<file path="config.mk">
export PLATFORM = sky130hd
export DESIGN_NAME = zint_start_gen
export DESIGN_NICKNAME = d
export VERILOG_FILES = /design/src/rtl/zint_start_gen.sv
export SDC_FILE = /design/constraint.sdc
export NUM_CORES = 1
export LEC_CHECK = 0
export CORE_ASPECT_RATIO = 1.25
export CORE_UTILIZATION = 41
export DETAILED_ROUTE_END_ITERATION = 10
export GPL_TIMING_DRIVEN = 0
export REMOVE_ABC_BUFFERS = 1
export SLEW_MARGIN = 10
export SYNTH_ARGS = -nofsm -noshare
export SYNTH_HDL_FRONTEND = slang
export SYNTH_SLANG_ARGS = --single-unit
</file>
<file path="constraint.sdc">
create_clock -name fclk -period 2.6 [get_ports fclk]
set_clock_uncertainty 0.15 [all_clocks]
set_input_delay 0.39 -clock fclk [delete_from_list [all_inputs] [get_ports fclk]]
set_output_delay 0.39 -clock fclk [all_outputs]
set_load 0.05 [all_outputs]
</file>
<file path="src/rtl/zint_start_gen.sv">
// zint_start_gen: raster-position INT start strobe generator.
// Horizontal/vertical counters follow the video sync strobes. A one-fclk
// int_start strobe is raised one cycle after the counters match the shadow
// INT position, at most once per frame.
// Optional build macro: ZINT_LINEINT_EN. When it is defined, shadow mode=1
// selects line-INT: the vertical compare is dropped and the strobe re-arms on
// every line_start. When it is undefined, the mode bit is still written and
// stored but has no effect.
module zint_start_gen #(
    parameter int          HCNT_W = 9,
    parameter int          VCNT_W = 9,
    parameter logic [8:0]  DEF_V  = 9'd0,
    parameter logic [7:0]  DEF_H  = 8'd0
) (
    input  logic              fclk,
    input  logic              rst,
    input  logic              frame_start,
    input  logic              line_start,
    input  logic              cend,
    input  logic              pos_wr,
    input  logic [1:0]        pos_addr,
    input  logic [7:0]        pos_data,
    output logic              int_start,
    output logic [HCNT_W-1:0] hcnt,
    output logic [VCNT_W-1:0] vcnt
);

    typedef enum logic [1:0] {
        ST_IDLE  = 2'd0,
        ST_ARMED = 2'd1,
        ST_FIRED = 2'd2
    } state_t;

    state_t              state_r;
    state_t              state_nxt_s;
    logic                fire_s;
    logic                int_start_r;

    logic [8:0]          v_r;
    logic [7:0]          h_r;
    logic                mode_r;
    logic [8:0]          v_sh_r;
    logic [7:0]          h_sh_r;
    logic                mode_sh_r;

    logic [HCNT_W-1:0]   hcnt_r;
    logic [VCNT_W-1:0]   vcnt_r;

    logic                line_mode_s;
    logic                v_match_s;
    logic                h_match_s;
    logic                match_s;

`ifdef ZINT_LINEINT_EN
    assign line_mode_s = mode_sh_r;
`else
    // Mode is kept for readback compatibility but frame mode is forced.
    assign line_mode_s = mode_sh_r & 1'b0;
`endif

    // Compare the registered raster position against the shadow INT position.
    assign v_match_s = (vcnt_r == VCNT_W'(v_sh_r));
    assign h_match_s = (hcnt_r == HCNT_W'({h_sh_r, 1'b0}));
    assign match_s   = h_match_s && (v_match_s || line_mode_s);

    // Working position registers, written by the port decoder.
    always_ff @(posedge fclk or posedge rst) begin
        if (rst) begin
            v_r    <= DEF_V;
            h_r    <= DEF_H;
            mode_r <= 1'b0;
        end else if (pos_wr) begin
            case (pos_addr)
                2'd0: v_r[7:0] <= pos_data;
                2'd1: begin
                    mode_r <= pos_data[7];
                    v_r[8] <= pos_data[0];
                end
                2'd2: h_r <= pos_data;
                default: ;
            endcase
        end else begin
            v_r <= v_r;
        end
    end

    // Shadow copy taken at frame start so mid-frame writes apply next frame.
    always_ff @(posedge fclk or posedge rst) begin
        if (rst) begin
            v_sh_r    <= DEF_V;
            h_sh_r    <= DEF_H;
            mode_sh_r <= 1'b0;
        end else if (frame_start) begin
            v_sh_r    <= v_r;
            h_sh_r    <= h_r;
            mode_sh_r <= mode_r;
        end else begin
            v_sh_r <= v_sh_r;
        end
    end

    // Raster counters: frame_start beats line_start beats cend; both saturate.
    always_ff @(posedge fclk or posedge rst) begin
        if (rst) begin
            hcnt_r <= {HCNT_W{1'b0}};
            vcnt_r <= {VCNT_W{1'b0}};
        end else if (frame_start) begin
            hcnt_r <= {HCNT_W{1'b0}};
            vcnt_r <= {VCNT_W{1'b0}};
        end else if (line_start) begin
            hcnt_r <= {HCNT_W{1'b0}};
            if (vcnt_r != {VCNT_W{1'b1}}) begin
                vcnt_r <= vcnt_r + {{(VCNT_W-1){1'b0}}, 1'b1};
            end else begin
                vcnt_r <= vcnt_r;
            end
        end else if (cend) begin
            if (hcnt_r != {HCNT_W{1'b1}}) begin
                hcnt_r <= hcnt_r + {{(HCNT_W-1){1'b0}}, 1'b1};
            end else begin
                hcnt_r <= hcnt_r;
            end
        end else begin
            hcnt_r <= hcnt_r;
        end
    end

    // Next-state and fire decision; frame_start always re-arms and masks a match.
    always_comb begin
        state_nxt_s = state_r;
        fire_s      = 1'b0;
        case (state_r)
            ST_IDLE: begin
                if (frame_start) begin
                    state_nxt_s = ST_ARMED;
                end else begin
                    state_nxt_s = ST_IDLE;
                end
            end
            ST_ARMED: begin
                if (frame_start) begin
                    state_nxt_s = ST_ARMED;
                end else if (match_s) begin
                    state_nxt_s = ST_FIRED;
                    fire_s      = 1'b1;
                end else begin
                    state_nxt_s = ST_ARMED;
                end
            end
            ST_FIRED: begin
                if (frame_start) begin
                    state_nxt_s = ST_ARMED;
                end else if (line_start && line_mode_s) begin
                    state_nxt_s = ST_ARMED;
                end else begin
                    state_nxt_s = ST_FIRED;
                end
            end
            default: begin
                state_nxt_s = ST_IDLE;
                fire_s      = 1'b0;
            end
        endcase
    end

    // State register and registered one-cycle strobe.
    always_ff @(posedge fclk or posedge rst) begin
        if (rst) begin
            state_r     <= ST_IDLE;
            int_start_r <= 1'b0;
        end else begin
            state_r     <= state_nxt_s;
            int_start_r <= fire_s;
        end
    end

    assign int_start = int_start_r;
    assign hcnt      = hcnt_r;
    assign vcnt      = vcnt_r;

endmodule

</file>
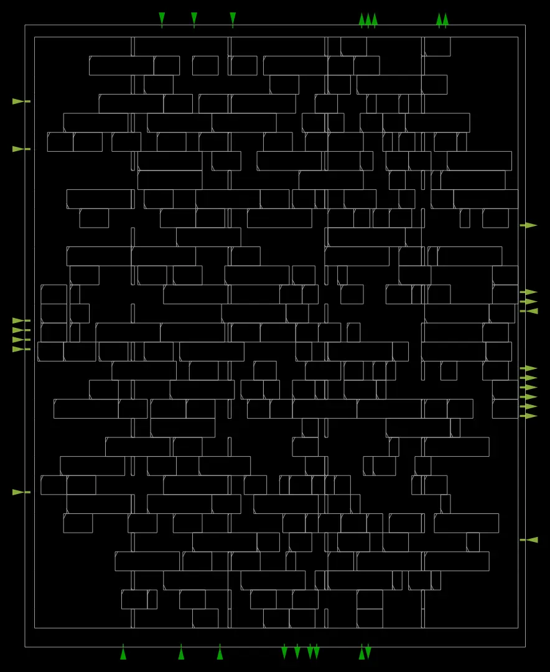
*Cell placement*
Layout Utilization: 0.514
core area: 5820 um^2
Seq/total area: 0.460
Cell Count, Final, Fillers Out: 295
registers: 55

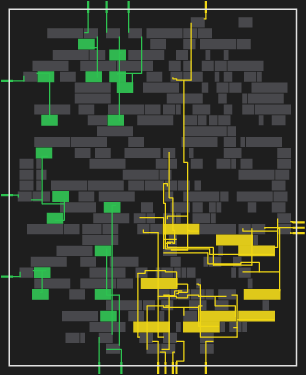
*I/O nets highlighted*
Drawn at 4 px/um.
- pos_data: green (bits 8; direction input; edge 3 west, 3 north, 2 south; end cells 17; buffers 8; wire 208 um)
- hcnt: yellow (bits 9; direction output; edge 5 south, 3 east, 1 north; end cells 9; buffers 9; wire 523 um)

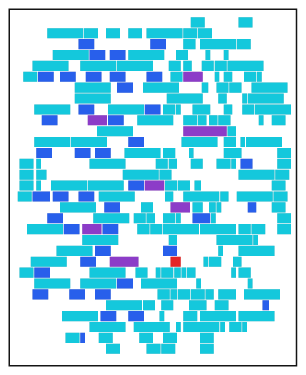
*Cells by drive strength*
Drawn at 4 px/um.
- drive 1 or less: cyan (cells 180; share 79%)
- drive 6 and up: purple (cells 7; share 3.1%)
- drive 3 to 4: red (cells 1; share 0.44%)
- drive 2: blue (cells 41; share 18%)
post-layout instance area: 2990 um^2
Layout area overhead: 21.1%

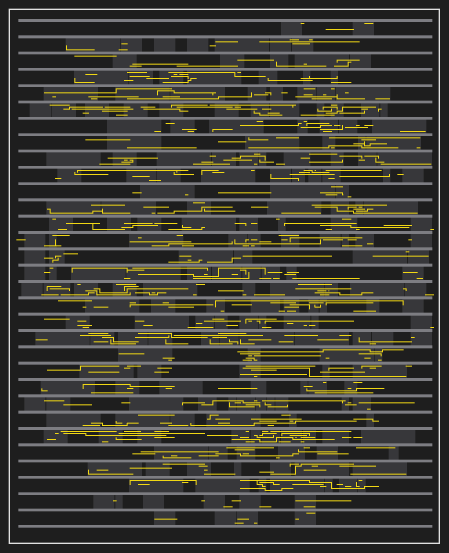
*Metal 1*
Drawn at 6 px/um. Supply wires on this layer in gray.
- nets with wire on the layer: 215
- share of all routed wire: 47%
- wire length on this layer: 2100 um
- main direction: horizontal
DR vias: 1550
Routed WL: 4490 um
met1 Track Usage GR: 0.216

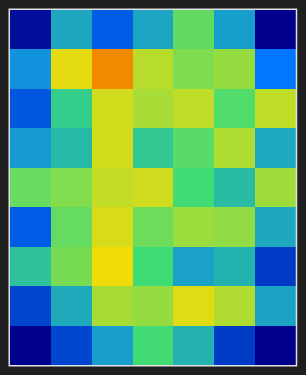
*Cell density map*
Drawn at 4 px/um. The die is cut into 7 by 9 equal tiles; dark blue is low, red is high, 0 to 100% covered.
- tiles over 75% full: 1.6%
- mean over tiles: 46%
- nearly empty tiles: 4.8%
- fullest tile: 84%
Pre-Place Util: 0.425

==> Slide: Implementation Results <==
Implementation Results

Critical path
  – CP Depth: 8
  – Critical path startpoint: vcnt[0]$_DFFE_PP0P_
  – Largest stage delay, worst path: 0.46 ns
  – Crit path launch type: flop
  – R2r startpoint: vcnt[0]$_DFFE_PP0P_
  – Reg2reg end: vcnt[7]$_DFFE_PP0P_
  – CP Capture Point: vcnt[7]$_DFFE_PP0P_
  – Worst path cell trace: ha_1, and3_1, and3_1, ha_1, nor2b_2, o2111ai_1, xor2_1, nor2_1
  – Critical Path End Type: flop
  – Worst r2r path cells: 8
  – Reg2reg setup slack: 0.32 ns
  – Critical path class: flop to flop
  – CP top delay family: simple AND/OR/NAND/NOR gates
  – Crit path DAT: 2.30 ns
  – Crit-path max FO: 9
  – Crit path DRT: 2.62 ns
  – Highest-delay cell along the critical path: dfrtp_1
  – Worst path bufs/invs: 0

Logic synthesis
  – Yosys reg bits: 55
  – Seq/Total Area, Yosys: 0.557
  – Yosys cell count: 193
  – Aoi share: 0.0193
  – Dominant kind of combinational cell: multiplexers
  – Yosys adder share: 0.0203
  – Mux frac, synth: 0.171
  – Mapped cell area: 2470 um^2
  – Netlist cell types: 29
  – Yosys synthesis chip area: 2470 um^2
  – Synth Area in XOR/XNOR: 0.110
  – Yosys warnings: 0
  – Syn avg cell area: 12.8 um^2
  – Synth Instances: 193
  – Post-Synth Simple-Gate Area: 0.110

Detailed routing
  – Met2 wire len: 2180 um
  – Metal3 WL: 128 um
  – DRC Markers: 0
  – DR WL/cell: 15.2 um
  – DR pass1 iterations: 4
  – Vias/cell: 5.25
  – ANT nets after route: 0
  – Uppermost routed layer: met4
  – DRT iter0 DRCs: 76
  – Wl on met1: 2100 um

Finish
  – Clock buf/inv share: 0.0356
  – Clock buf count: 5
  – Non-Clock Buffer Count: 35
  – Leading cell kind: flip-flops and latches
  – Non-clk buf share: 0.119
  – Ratio of cells with drive above 1 in the final layout: 0.214
  – ANT cells: 0
  – Logic Gate Count: 131
  – Comb area: 1070 um^2
  – Logic inverters: 1
  – Fillers: 520
  – Fraction of area in multi-input gates: 0.356
  – Nets: 249
  – Sequential cell area: 1380 um^2

Placed design
  – Placed insts: 288
  – Number of port buffers: 34
  – DPL Wire Length: 3220 um
  – Placed Area: 2880 um^2
  – Routability Congestion: 0.713
  – Pre-CTS WS: 0.102 ns

Die
  – IO Count: 35
  – Die Area: 6340 um^2
  – Tapcells: 66
  – Die width: 71.4 um
  – Chip height: 88.8 um
  – Row count: 31

Final timing
  – Least-Margin Pin Slew: 0.738 ns
  – Setup TNS: 0 ns
  – Final setup violation count: 0
  – Fmax achieved: 438 MHz
  – Final Hold Viols: 0
  – Final Critical Period: 2.28 ns
  – Max-slew violations: 0
  – Hold_ws: 0.309 ns
  – Relative slew slack: 0.506
  – Final setup margin: 0.318 ns
  – Unrepaired setup endpoints after global routing: false
  – Post-layout period usage of the worst path: 0.878

Clock tree
  – Late-Pin Clk Latency: 0.30 ns
  – H-tree Lvls: 2
  – Hold buffers post-CTS: 0
  – CTS tree: built
  – Cells resized by post-CTS repair: 0
  – Clock root buffer: clkbuf_8
  – Clk slew on worst S/H paths: 0.09 ns
  – Total CTS buffers: 5
  – CTS Sinks: 55
  – Clock tree buffer depth: 2
  – Setup Buffers After CTS: 0

Global routing
  – M3 GR Usage: 0.0376
  – Overflow after GRT: 0
  – Met2 Use GR: 0.267
  – Initial antenna violation count: 0
  – Pin count of the biggest net entering global routing: 33
  – GRT Max-Usage Layer: met2
  – Gr usage total: 0.166
  – First-pass GRT wire length: 7750 um
  – Vias in the first global route: 1573

Power
  – PD cells: 626 nW/um^2
  – Worst vdd ir: 0.339 mV
  – Pwr Total: 1.87 mW
  – Lkg Pwr: 1.32 nW

Run
  – Tool warnings: 25
  – Max cap viols: 0

Outcome
  – Outcome: finished, final reports clean

Hold path
  – Hold Path Class: input port to asynchronous set/reset pin
synthesized netlist by cell type:
| cell | count | share of area |
|---|---|---|
| nand2_1 | 5 | 0.0076 |
| mux2i_1 | 4 | 0.016 |
| nor2_1 | 22 | 0.033 |
| nand3_1 | 2 | 0.0041 |
| xnor2_1 | 5 | 0.018 |
| nor4_1 | 3 | 0.0076 |
| o2111ai_1 | 2 | 0.0071 |
| nand4_1 | 6 | 0.015 |
| clkbuf_1 | 3 | 0.0046 |
| and4b_1 | 1 | 0.0041 |
| mux2_2 | 34 | 0.16 |
| o21a_1 | 1 | 0.0030 |
| and4_2 | 1 | 0.0041 |
| nor3_1 | 1 | 0.0020 |
| nor3b_2 | 1 | 0.0051 |
| buf_2 | 3 | 0.0061 |
| o21ai_0 | 1 | 0.0020 |
| nor2b_1 | 2 | 0.0051 |
| o31ai_2 | 1 | 0.0051 |
| nand3b_1 | 1 | 0.0030 |
| and4_1 | 1 | 0.0035 |
| dfrtp_1 | 55 | 0.56 |
| nand2b_1 | 1 | 0.0025 |
| and3_1 | 4 | 0.010 |
| a21oi_1 | 1 | 0.0020 |
| or2_2 | 1 | 0.0025 |
| xor2_1 | 26 | 0.092 |
| inv_1 | 1 | 0.0015 |
| ha_1 | 4 | 0.020 |
report_power, final:
group	total [mW]	internal, mW	switching [mW]	leakage [nW]
registers	1.05	0.972	0.0764	0.689
logic	0.272	0.160	0.112	0.579
clock network	0.551	0.282	0.269	0.0502
worst min-delay path by stage:
stage | end | slack (ns) | cells past startpoint
floorplan | vcnt[0]$_DFFE_PP0P_ | 0.31 | 1
global placement | h_sh_r[6]$_DFFE_PP0P_ | 0.33 | 1
detailed placement | h_sh_r[0]$_DFFE_PP0P_ | 0.34 | 1
CTS | h_sh_r[7]$_DFFE_PP0P_ | 0.32 | 2
global route | h_r[7]$_DFFE_PP0P_ | 0.36 | 2
finish | h_sh_r[7]$_DFFE_PP0P_ | 0.31 | 2
placed cells by master (no fill, tap or decap):
| master | synthesis | final |
|---|---|---|
| o2111ai_1 | 2 | 2 |
| nand2b_1 | 1 | 1 |
| o31ai_2 | 1 | 1 |
| nand3b_1 | 1 | 1 |
| and4_1 | 1 | 1 |
| nand4_1 | 6 | 6 |
| inv_2 | 0 | 1 |
| nor2b_2 | 0 | 1 |
| nor4_1 | 3 | 3 |
| nor3_1 | 1 | 1 |
| nand2_1 | 5 | 5 |
| nor3b_2 | 1 | 1 |
| a21oi_1 | 1 | 1 |
| mux2i_1 | 4 | 4 |
| and4_2 | 1 | 1 |
| buf_12 | 0 | 1 |
| o21a_1 | 1 | 1 |
| nand3_1 | 2 | 2 |
| ha_1 | 4 | 4 |
| buf_2 | 3 | 1 |
| and3_1 | 4 | 4 |
| clkinvlp_4 | 0 | 1 |
| mux2_2 | 34 | 34 |
| clkdlybuf4s50_1 | 0 | 33 |
| and4b_1 | 1 | 1 |
| dfrtp_1 | 55 | 55 |
| clkbuf_8 | 0 | 5 |
| xor2_1 | 26 | 26 |
| o21ai_0 | 1 | 1 |
| bufinv_16 | 0 | 1 |
| xnor2_1 | 5 | 5 |
| nor2_1 | 22 | 22 |
| nor2b_1 | 2 | 1 |
| or2_2 | 1 | 1 |
Power figures rest on the tool's default switching activity, not on a simulated workload.
